Design robo_sequenciador, sky130hd; sources not shown.
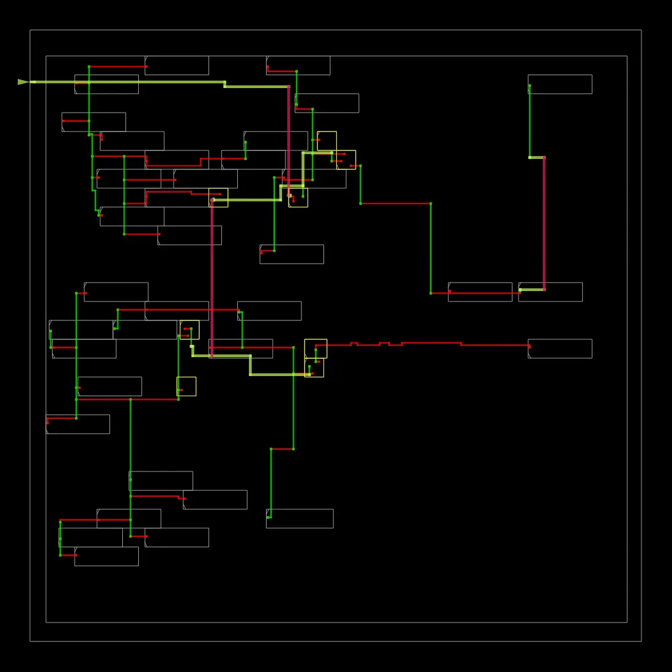
Figure 1: the clock network.
Skew-Pair Late Insertion Delay: 0.36 ns
Clk. pwr: 245 µW

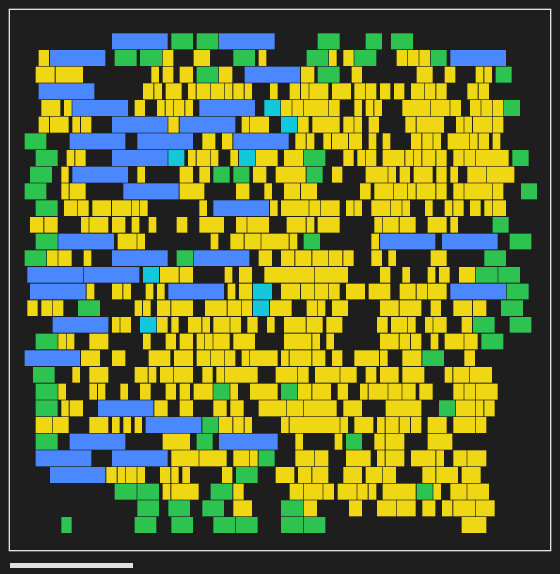
Figure 2: cell classes on the final placement.
Scale bar: 20 µm.
class	colour	cells
all other logic	yellow	443
flip-flops	blue	36
other buffers and delay cells	green	70
clock drivers and dummy loads	cyan	8
core utilization of the finished layout: 66.6%
sequential share of cell area: 19.8%
Core ar.: 6830 µm²
Rows: 30

==> run summary <==
The following summarizes the physical implementation.

Global routing
The pin count of the biggest net entering global routing is 37. The via count of the first global-routing pass is slightly above 4000. The global route stage reports its total congestion overflow as 0. The number of antenna violations at the first check in global routing is 0. The global routing report lists combined usage of all routing layers as 33.8%. The first global-routing pass estimated 20700 µm of wire.

Clocking
The number of sinks on the clock net is 36. Looking at the post-CTS report, the setup buffer insertion count equals 0. The number of hold buffers added after cts is 0.

The clock-pin slew of the registers on the worst-case setup and hold paths is 0.13 ns. TritonCTS built the clock tree. The total clock buffers created by CTS is 5.

The largest buffer count on any clock path is 2. The tree is rooted in a clkbuf_4. The maximum level of the CTS H-tree is 2.

Routing
The post-detailed-route DRC marker count is 0. Per the detailed-route log, wirelength across all metal layers totals 13000 µm. The number of search-and-repair iterations in the first detailed-routing pass is 5.

The mean routed wirelength per cell is 19.9 µm. After detailed routing, the number of vias per cell comes to around 6.9. Once iteration 0 of detailed routing completed, the report listed 751 DRC markers. The number of nets with antenna violations after detailed routing is 0.

The via count is between 4000 and 5000.

Final timing
The worst clock skew is 0.0150 ns. The transition at the pin with the smallest max-transition slack is around 0.98 ns. The portion of the clock cycle consumed by the worst path in the final layout is 97.2%. The shortest clock period the worst path allows after layout is 3.60 ns. The final setup violation count is 0. After routing, the total negative slack on setup checks comes to 0 ns.

The number of pins with negative max-slew slack in the final report is 0. The peak clock frequency supported by timing is 278 MHz. The number of failing hold endpoints at the final stage is 0.

Per the slew report, the remaining headroom to the max-slew limit stands at 34.3%. Setup repair after global routing left no endpoint under its margin.

Synth
The count of different cell masters after synthesis is 79. The cell taking the most area after synthesis is dfrtp_1. nand2_1 is the most common cell in the netlist. The top flip-flop cell by instance count after synthesis is dfrtp_1. The area recorded from the Yosys report for this design is roughly 4000 µm². The commonest cells after synthesis are 64 x nand2_1, 41 x nor2_1, 39 x a21oi_1.

The count of state elements after synthesis is 36. The number of nets produced by synthesis is about 560. The sequential element share of the synthesized area is 23.2%.

The number of enable flip-flop cells is 0. By area the synthesized netlist is led by dfrtp_1 23%, nand2_1 6.2%, a21oi_1 5.0%, ha_1 4.8%, o21ai_0 4.5%. Counting every instance in the synthesized netlist gives 515. The share of synthesized area in the top cell type comes to 23.2%. The synthesized netlist occupies a cell area of 3890 µm². The async set-reset flop share out of synthesis is 100%. Counting the warning lines in the Yosys log gives 0.

After synthesis, the design contains approximately 520 cells according to Yosys. Dividing the synthesized area by the synthesized cell count gives 7.55 µm².

Finish
The sequential cell area is 902 µm². The multi-input combinational cells in the finished layout cover a total of 2750 µm². The number of non-filler instances in the completed layout is 653. The final instance area is 4550 µm².

The number of antenna diodes is 0. The layout net count is a little under 600. In this run the layout overhead on the synthesized area is reported as 17.1%.

The layout cell share with drive strength beyond 1 is 9.16%. The layout has ~600 filler cells.

Setup path
The critical setup path kind is reg -> out. The worst-case register-to-register setup slack is 0.34 ns. The biggest fanout along the worst timing path is 8. The data required time at the worst endpoint is 3.33 ns. The type of element launching the critical path is a flip-flop. The number of cells on the worst reg-to-reg path is 9. At the worst endpoint, the arrival time is 3.23 ns. The kind of capture point of the worst setup path is an output port.

Min path
The worst hold path belongs to the class in -> async.

Power and ir drop
Looking at the VDD voltage map, the peak drop is between 0.4 and 0.5 mV. The static leakage is between 1.5 and 2 nW. The areal power density over the cells is between 1000 and 1500 nW/µm².

Die
The number of primary I/O pins is 56. Per the OpenROAD floorplan log, the height of the die is 88.1 µm. According to the floorplan report, the total die area is 7760 µm². In the floorplan report the effective utilization is 56.9%. The width of the die is 88.1 µm.

Outcome
The flow ran to the end, and the final reports show no timing, DRC or antenna violations.

Run
Warnings raised by the tools during the run amount to 36. In this run the maximum-capacitance check reported violations numbering 0.

Placed design
The number of cells in the design after placement is around 650. The cell area reported after detailed placement is 4470 µm². Detailed placement ended at an HPWL of around 9400 µm. The final weighted congestion in routability-driven placement is roughly 0.98. Port buffering added 55 buffers.
## worst max-delay path, cell delays in order, from the launching register on
cell	delay [ns]
dfrtp_2	0.46
inv_1	0.17
ha_2	0.26
nand2_1	0.08
o21ai_1	0.07
mux4_2	0.46
o211ai_1	0.20
a311oi_2	0.14
or4b_4	0.63
o221ai_2	0.21
buf_4	0.19
## placed cells by master (no fill, tap or decap), types with 3 or more instances in the layout
cell type / Yosys / final
nand2_1: 64 / 64
clkdlybuf4s50_1: 0 / 49
nor2_1: 41 / 41
a21oi_1: 39 / 39
o21ai_0: 35 / 35
dfrtp_1: 36 / 35
inv_1: 20 / 20
buf_4: 0 / 20
nor3_1: 17 / 17
nand3_1: 17 / 17
xnor2_1: 13 / 13
ha_1: 15 / 13
o22ai_1: 12 / 12
a31oi_1: 12 / 12
nand2b_1: 8 / 8
a221oi_1: 8 / 8
a211oi_1: 7 / 7
and3_1: 6 / 6
nand4_1: 6 / 6
clkbuf_4: 0 / 6
nor2b_1: 5 / 5
or3_1: 5 / 5
a22o_1: 5 / 5
nor4b_1: 5 / 5
nand3b_1: 4 / 4
and2_1: 4 / 4
o21ai_1: 4 / 4
mux2i_1: 4 / 4
o32ai_1: 4 / 4
a22oi_1: 4 / 4
o31ai_1: 4 / 4
mux2_2: 4 / 4
or2_1: 3 / 3
nor3b_1: 3 / 3
a211o_1: 3 / 3
a311oi_1: 4 / 3
o22a_1: 3 / 3
a221o_1: 3 / 3
## logic make-up (layout without fill, tap and decap cells)
logic type               Yosys count  count (layout)  synth area share (%)
AND/OR/NAND/NOR                  205             205                  27.1
AND-OR/OR-AND                    178             178                  31.4
buffers and inverters             56              98                  6.57
flip-flops                        36              36                  23.2
adder cells (fa/ha/maj)           15              15                  4.83
XOR/XNOR                          14              14                  3.15
multiplexers                      11              11                  3.73
## routing by layer
layer	GRT usage, %	share of wire (%)	up-vias
met5	0	0	-
met4	12.1	3.8	0
met3	5.47	12	54
met2	51.4	44	317
met1	48.8	40	2084
li1	-	-	2035
## where the power goes
| group | switching, mW | internal, mW | total, mW |
|---|---|---|---|
| sequential | 0.246 | 0.551 | 0.797 |
| clock | 0.162 | 0.0831 | 0.245 |
| combinational | 2.25 | 1.47 | 3.72 |
## per-stage QoR
stage	hold slack [ns]	setup WS, ns	power [mW]	util [%]
after global placement	0.478	0.492	4.30	65.5
final	0.101	0.104	4.76	66.6
after detailed placement	0.489	0.441	4.38	65.5
after floorplan	0.0744	0.141	3.40	-
after global routing	0.153	0.0115	5.09	66.6
after CTS	0.115	0.0272	4.64	66.4
## area by class of cell
cell class                 count  area share, %
multi-input combinational    423           60.4
sequential                    36           19.8
timing repair buffer          70           14.2
tap                           96           2.64
inverter                      20           1.65
clock buffer                   6          0.989
clock inverter                 2          0.357
## repair_timing
action                     in CTS  in global routing
hold endpoints to repair        0                  0
setup endpoints to repair       0                  5
gates resized                   0                  5
No activity file was given, so power comes from the tool's default toggle rates.
